Run 1, clock nets:
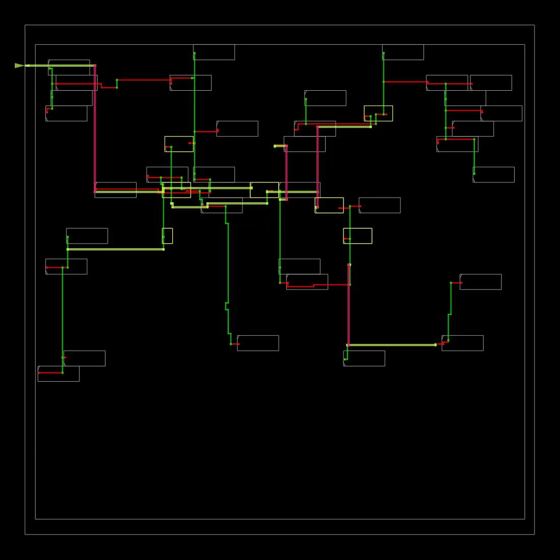
Run 1, drive-strength map:
(4 px per um)
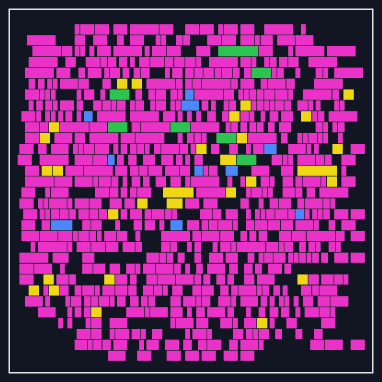
Run 1, signal metal coverage by tile:
(4 px per um) The die is cut into 18 by 18 equal tiles; black is low, pale yellow is high, scaled to the fullest tile. Values are wire area over tile area, all layers added.
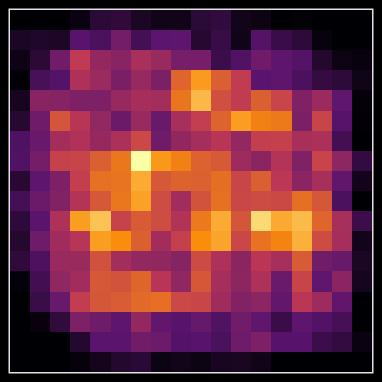
### src/rtl/veryrisc_pkg.sv
// rtl/veryrisc_pkg.sv - shared opcode/state types and helpers for the VeryRISC accumulator core
package veryrisc_pkg;

   localparam int DATA_W_DEF = 12;

   typedef enum logic [3:0] {
      OP_HLT = 4'h0,
      OP_SKZ = 4'h1,
      OP_ADD = 4'h2,
      OP_AND = 4'h3,
      OP_XOR = 4'h4,
      OP_LDA = 4'h5,
      OP_STO = 4'h6,
      OP_JMP = 4'h7,
      OP_SUB = 4'h8,
      OP_OR  = 4'h9,
      OP_SHL = 4'hA,
      OP_SHR = 4'hB,
      OP_SKC = 4'hC,
      OP_NOP = 4'hD
   } opcode_e;

   typedef enum logic [1:0] {
      ST_BOOT,
      ST_FETCH,
      ST_EXEC,
      ST_HALT
   } state_e;

   // Opcodes whose EXEC phase owns a memory transaction.
   function automatic logic is_mem_op(input opcode_e op);
      case (op)
         OP_ADD, OP_AND, OP_XOR, OP_OR, OP_LDA, OP_SUB, OP_STO: return 1'b1;
         default:                                              return 1'b0;
      endcase
   endfunction

endpackage

### src/rtl/veryrisc_alu_p.sv
// rtl/veryrisc_alu_p.sv - combinational ALU; passes acc/carry through for non-arithmetic opcodes
module veryrisc_alu_p
   import veryrisc_pkg::*;
#(
   parameter int DATA_W = DATA_W_DEF
) (
   input  logic [3:0]        opcode,
   input  logic [DATA_W-1:0] acc,
   input  logic [DATA_W-1:0] data,
   input  logic              carry_in,
   output logic [DATA_W-1:0] result,
   output logic              carry_out,
   output logic              zero
);

   logic [DATA_W:0] sum;
   logic [DATA_W:0] diff;

   always_comb begin
      sum       = {1'b0, acc} + {1'b0, data};
      diff      = {1'b0, acc} - {1'b0, data};
      result    = acc;
      carry_out = carry_in;
      case (opcode_e'(opcode))
         OP_ADD: {carry_out, result} = sum;
         // The extra diff bit is set exactly when acc < data (unsigned borrow).
         OP_SUB: begin
            result    = diff[DATA_W-1:0];
            carry_out = diff[DATA_W];
         end
         OP_AND: result = acc & data;
         OP_XOR: result = acc ^ data;
         OP_OR:  result = acc | data;
         OP_LDA: result = data;
         OP_SHL: begin
            carry_out = acc[DATA_W-1];
            result    = {acc[DATA_W-2:0], 1'b0};
         end
         OP_SHR: begin
            carry_out = acc[0];
            result    = {1'b0, acc[DATA_W-1:1]};
         end
         default: ;
      endcase
      zero = (result == '0);
   end

endmodule

### src/rtl/veryrisc_core_p.sv
// rtl/veryrisc_core_p.sv - accumulator CPU core: BOOT/FETCH/EXEC/HALT FSM with req/ack memory port
module veryrisc_core_p
   import veryrisc_pkg::*;
#(
   parameter int  DATA_W = DATA_W_DEF,
   localparam int ADDR_W = DATA_W - 4
) (
   input  logic              clk,
   input  logic              rst,
   input  logic              run,
   output logic              mem_req,
   output logic              mem_we,
   output logic [ADDR_W-1:0] mem_addr,
   output logic [DATA_W-1:0] mem_wdata,
   input  logic [DATA_W-1:0] mem_rdata,
   input  logic              mem_ack,
   output logic              halt,
   output logic [ADDR_W-1:0] pc,
   output logic [DATA_W-1:0] acc
);

   state_e            state_q, state_d;
   logic [ADDR_W-1:0] pc_q, pc_d;
   logic [DATA_W-1:0] ir_q, ir_d;
   logic [DATA_W-1:0] acc_q, acc_d;
   logic              carry_q, carry_d;

   opcode_e           op;
   logic [ADDR_W-1:0] operand;
   logic [DATA_W-1:0] alu_result;
   logic              alu_carry;
   logic              alu_zero;

   assign op      = opcode_e'(ir_q[DATA_W-1 -: 4]);
   assign operand = ir_q[ADDR_W-1:0];

   veryrisc_alu_p #(.DATA_W(DATA_W)) u_alu (
      .opcode    (ir_q[DATA_W-1 -: 4]),
      .acc       (acc_q),
      .data      (mem_rdata),
      .carry_in  (carry_q),
      .result    (alu_result),
      .carry_out (alu_carry),
      .zero      (alu_zero)
   );

   always_ff @(posedge clk) begin
      if (!rst) begin
         state_q <= ST_BOOT;
         pc_q    <= '0;
         ir_q    <= '0;
         acc_q   <= '0;
         carry_q <= 1'b0;
      end else begin
         state_q <= state_d;
         pc_q    <= pc_d;
         ir_q    <= ir_d;
         acc_q   <= acc_d;
         carry_q <= carry_d;
      end
   end

   // Memory port outputs depend only on state and ir, so they stay frozen while a request waits.
   always_comb begin
      state_d   = state_q;
      pc_d      = pc_q;
      ir_d      = ir_q;
      acc_d     = acc_q;
      carry_d   = carry_q;
      mem_req   = 1'b0;
      mem_we    = 1'b0;
      mem_addr  = '0;
      mem_wdata = '0;
      case (state_q)
         ST_BOOT: state_d = ST_FETCH;
         ST_FETCH: begin
            mem_req  = 1'b1;
            mem_addr = pc_q;
            if (mem_ack) begin
               ir_d    = mem_rdata;
               pc_d    = pc_q + ADDR_W'(1);
               state_d = ST_EXEC;
            end
         end
         ST_EXEC: begin
            state_d = ST_FETCH;
            if (!is_mem_op(op) || mem_ack) begin
               acc_d   = alu_result;
               carry_d = alu_carry;
            end
            if (is_mem_op(op)) begin
               mem_req  = 1'b1;
               mem_we   = (op == OP_STO);
               mem_addr = operand;
               if (op == OP_STO) mem_wdata = acc_q;
               if (!mem_ack) state_d = ST_EXEC;
            end
            case (op)
               OP_HLT:  state_d = ST_HALT;
               OP_SKZ:  if (alu_zero) pc_d = pc_q + ADDR_W'(1);
               OP_SKC:  if (carry_q) pc_d = pc_q + ADDR_W'(1);
               OP_JMP:  pc_d = operand;
               default: ;
            endcase
         end
         ST_HALT: if (run) state_d = ST_FETCH;
         default: state_d = ST_BOOT;
      endcase
   end

   assign halt = (state_q == ST_HALT);
   assign pc   = pc_q;
   assign acc  = acc_q;

endmodule

### config.mk
export PLATFORM = sky130hd
export DESIGN_NAME = veryrisc_core_p
export DESIGN_NICKNAME = d
export VERILOG_FILES = /design/src/rtl/veryrisc_pkg.sv /design/src/rtl/veryrisc_alu_p.sv /design/src/rtl/veryrisc_core_p.sv
export SDC_FILE = /design/constraint.sdc
export NUM_CORES = 1
export LEC_CHECK = 0
export CAP_MARGIN = 20
export CORE_MARGIN = 1.5
export CORE_UTILIZATION = 57
export DETAILED_ROUTE_END_ITERATION = 16
export PLACE_DENSITY = 0.88
export SYNTH_ARGS = -nofsm -noshare
export SYNTH_HDL_FRONTEND = slang
export SYNTH_SLANG_ARGS = --single-unit
### constraint.sdc
create_clock -name clk -period 5.2 [get_ports clk]
set_input_delay 1.3 -clock clk [delete_from_list [all_inputs] [get_ports clk]]
set_output_delay 1.3 -clock clk [all_outputs]
set_load 0.02 [all_outputs]
==> changes_impl.md, run 1 <==
### Physical design

* Reg2Reg Depth at 11
* Area delta synth->final at 18.2%
* Core Util at FP at 59.5%
* Critical path class: in2reg
* Xor/xnor share at 2.84%
* Fin cells at 761
* Fin util at 70.4%
* Final wirelength at 15,200 um
* Mean Syn Cell Area at 7.17 um^2
* Root buf cell: clkbuf_8
* Max-cap violations at 0
* ANT cells at 0
* WL met2 at 6730 um
* Share of the synthesized area in the top cell type at 16.1%
* Post-CTS setup buffer count at 0
* Ys flop type: dfxtp_1
* Met2 Resource Use GR at 57.1%
* Total number of vias at 5,144
* Rel. slew slack at 42.0%
* Peak VDD IR at 0.158 mV
* Pleak at 0.00195 uW
* GRT Resource Usage Total at 36.4%
* Combinational gate area at 3290 um^2
* GPL Wtd Cong at 0.987
* Register area at 701 um^2
* Most used routing layer in global routing: met2
* Overall Power at 1120 uW
* Post-CTS resize count at 0
* Clock sink count at 35
* Slew Limit Fails at 0
* Simple share at 26.5%
* Distinct cells, synth at 71
* Min-Delay Path Class: reg2reg
* CP endpoint kind: flip-flop
* Min-delay src: ir_q[11]
* Outcome: finished clean
* H-tree Lvls at 2
* Register share after synthesis at 16.1%
* Reg-to-reg startpoint: ir_q[8]
* Hold Slack at 0.470 ns
* First-pass GRT wire length at 24,300 um
* Most frequent logic cell in the layout: nor2_1
* Site Rows at 31
* Fmax at 202 MHz
* Die H at 90.5 um
* # port buffers at 58
* Worst reg2reg path endpoint: pc[0]
-- 'clock nets' (at the start) --
number of buffers created by CTS: 5
Seq cells: 35
clock skew: 0.0128 ns
Clock Latency Late Sink: 0.29 ns
Clk power: 212 uW

-- 'drive-strength map' (at the start) --
legend:
  _6 and larger:
    colour: green
    cells: 7
  _3 and _4 cells:
    colour: yellow
    cells: 29
  _2 cells:
    colour: blue
    cells: 10
  _0 and _1 cells:
    colour: magenta
    cells: 616

-- 'signal metal coverage by tile' (at the start) --
nearly empty tiles: 9.9%
tiles over half the peak: 28%
densest ninth of the die: centre
mean over tiles: 0.32

-- run 1: critical path, cell delays in order --
cell and delay, ns:
clkdlybuf4s50_1 0.48, inv_1 0.10, ha_1 0.34, or2_2 0.35, a2111oi_2 0.50, o311ai_1 0.23
and3_1 0.22, o32a_1 0.32, a21o_1 0.19, nor3_1 0.32, buf_4 0.20, a31oi_2 0.14
or3_1 0.38, a31oi_1 0.12
-- run 1: final cells by class --
class	count	area share [%]
inverter	42	3.06
sequential	35	13.6
multi-input combinational	494	63.8
clock buffer	6	1.60
timing repair buffer	84	15.4
clock inverter	1	0.0970
tap	99	2.40
-- run 1: power by group --
group / internal [uW] / switching (uW) / leakage [uW]
combinational: 221 / 357 / 0.00162
sequential: 291 / 40.6 / 0.000284
clock: 104 / 107 / 0.0000470
total: 616 / 505 / 0.00195
==> inputs of run 2 (changes only) <==
- CORE_ASPECT_RATIO: unset -> 1.25
- HOLD_SLACK_MARGIN: unset -> 0.06
- REMOVE_ABC_BUFFERS: unset -> 1
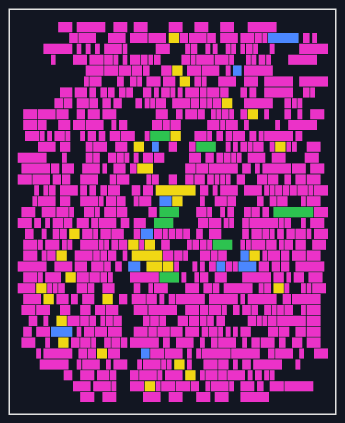
Run 2: drive-strength map
(4 px per um)
legend:
  _3 and _4 cells:
    colour: yellow
    cells: 30
  _2 cells:
    colour: blue
    cells: 11
  _0 and _1 cells:
    colour: magenta
    cells: 615
  _6 and larger:
    colour: green
    cells: 7

==> changes_impl.md, run 2 <==
### Physical design

* Outcome: finished clean
* Fin util at 69.7% (-0.67 points)
* Critical path class: in2reg
* Site Rows at 35 (+13%)
* WL met2 at 7190 um (+6.8%)
* Peak VDD IR at 0.133 mV (-16%)
* Register area at 702 um^2 (+0.18%)
* Fin cells at 755 (-0.79%)
* Area delta synth->final at 18.2% (unchanged)
* GPL Wtd Cong at 1.03 (+4.3%)
* ANT cells at 0 (unchanged)
* Seq cells at 35 (unchanged)
* Combinational gate area at 3290 um^2 (unchanged)
* Min-delay src: ir_q[2]
* Simple share at 26.5% (unchanged)
* Inverters at 42 (unchanged)
* Number of buffers created by CTS at 5 (unchanged)
* Most Frequent Cell on Critical Path: or3_1
* Signal buf overhead at 15.6% (+0.15 points)
* First-pass GRT wire length at 23,700 um (-2.6%)
* Crit-path cells: clkdlybuf4s50_1 > ha_1 > inv_1 > fa_1 > nor2_1 > a21oi_1 > o32ai_1 > or3_1 > or4_1 > or4_4 > nor4_4 > a31oi_2 > or3_1 > a31oi_1
* Share of the synthesized area in the top cell type at 16.1% (unchanged)
* Top cell category: logic gates
* Ys flop type: dfxtp_1
* Tap Cells at 92 (-7.1%)
* Total number of vias at 5,081 (-1.2%)
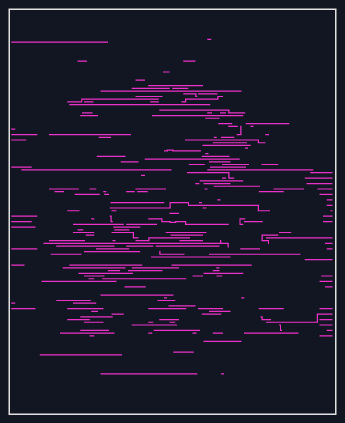
Run 2: the metal 3 layer
(4 px per um)
main direction: horizontal
share of all routed wire: 9.5%
nets with wire on the layer: 129
wire length on this layer: 1,450 um
longest straight run: 46.0 um

run 2: cell counts after synthesis:
No cell type changed its count.
run 2: power breakdown:
group	internal, uW	leakage (uW)	switching [uW]
logic	217	0.00163	349
registers	291	0.000284	45.4
clock network	104	0.0000470	111
run 2: per-layer routing:
layer | GRT usage [%] | up-vias
met5 | 0 | -
met4 | 19.6 | 0
met3 | 6.43 | 68
met2 | 61.9 | 328
met1 | 45.1 | 2357
li1 | - | 2328
run 2: cells by family (layout without fill, tap and decap cells):
group | count (synthesis) | in the layout
buffers and inverters | 80 | 134
flip-flops | 35 | 35
adder cells (fa/ha/maj) | 45 | 45
XOR/XNOR | 12 | 12
multiplexers | 17 | 17
AND/OR/NAND/NOR | 231 | 231
AND-OR/OR-AND | 189 | 189
==> inputs of run 3 (changes only) <==
- SLEW_MARGIN: unset -> 20
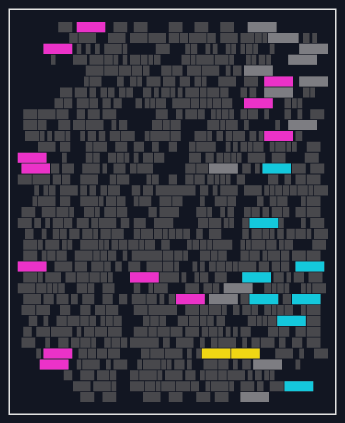
Run 3: sequential cells grouped by signal name
(4 px per um) Other sequential cells in the stronger grey, the rest of the logic in the fainter grey.
legend:
  pc:
    colour: cyan
    placed_flops: 8
  state_q:
    colour: yellow
    placed_flops: 2
  acc:
    colour: magenta
    placed_flops: 12
    where: spread over the die
not coloured: 13

==> changes_impl.md, run 3 <==
### Physical design

* Outcome: finished clean
* Seq power at 336 uW (about the same)
* Most Frequent Cell on Critical Path: or3_1
* Adders+Majority by Area at 13.2%
* GPL Wtd Cong at 1.03 (unchanged)
* Sw Ratio at 45.4% (+0.17 points)
* Ys flop type: dfxtp_1
* Comb pwr at 564 uW (about the same)
* Crit-path cells: clkdlybuf4s50_1 > ha_1 > inv_1 > fa_1 > nor2_1 > a21oi_1 > o32ai_1 > or3_1 > or4_1 > or4_4 > nor4_4 > a31oi_2 > or3_1 > a31oi_1
* WL met2 at 7180 um (-0.11%)
* First-pass GRT wire length at 23,700 um (unchanged)
* Fin cells at 753 (-0.26%)
* Psw at 507 uW (+0.36%)
* Site Rows at 35 (unchanged)
* Peak VDD IR at 0.131 mV (-1.9%)
* Met2 Resource Use GR at 61.9% (unchanged)
* Total number of vias at 5,080 (-0.020%)
* Min-delay src: ir_q[1]
* Reg2Reg Depth at 12
* Reg power frac at 30.1% (about the same)
* Fin util at 69.3% (-0.44 points)
* Comb power frac at 50.5% (-0.2 points)
* Share of the synthesized area in the top cell type at 16.1% (unchanged)
* Met3 Use GR at 6.43% (unchanged)
* Top Consumer: combinational logic
* Critical path class: in2reg
* CP endpoint kind: flip-flop
* ANT cells at 0 (unchanged)
* Internal power at 610 uW (-0.34%)
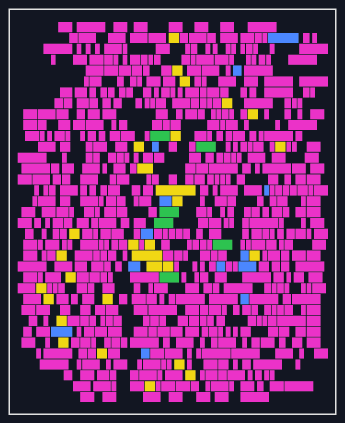
Run 3: drive-strength map
(4 px per um)
legend:
  _6 and larger:
    colour: green
    cells: 6
  _0 and _1 cells:
    colour: magenta
    cells: 613
  _3 and _4 cells:
    colour: yellow
    cells: 29
  _2 cells:
    colour: blue
    cells: 13
area delta synth->final: 17.5%
final setup margin: 0.288 ns

run 3: cell counts after synthesis:
Identical to the previous run, type by type.
run 3: how the worst min path moves through the flow:
| stage | to | depth (start not counted) | slack, ns |
|---|---|---|---|
| floorplan | ir_q[1] | 2 | 0.45 |
| global placement | carry_q | 2 | 0.47 |
| detailed placement | ir_q[3] | 2 | 0.48 |
| CTS | ir_q[3] | 2 | 0.49 |
| global route | ir_q[1] | 2 | 0.51 |
| finish | ir_q[1] | 2 | 0.49 |
run 3: area by class of cell:
cell class,count,area (um^2)
Fill cell,656,2270
Clock inverter,1,5.00
Inverter,42,158
Timing Repair Buffer,83,768
Multi-Input combinational cell,494,3300
Sequential cell,35,702
Tap cell,92,115
Clock buffer,6,82.6
Power figures rest on the tool's default switching activity, not on a simulated workload.
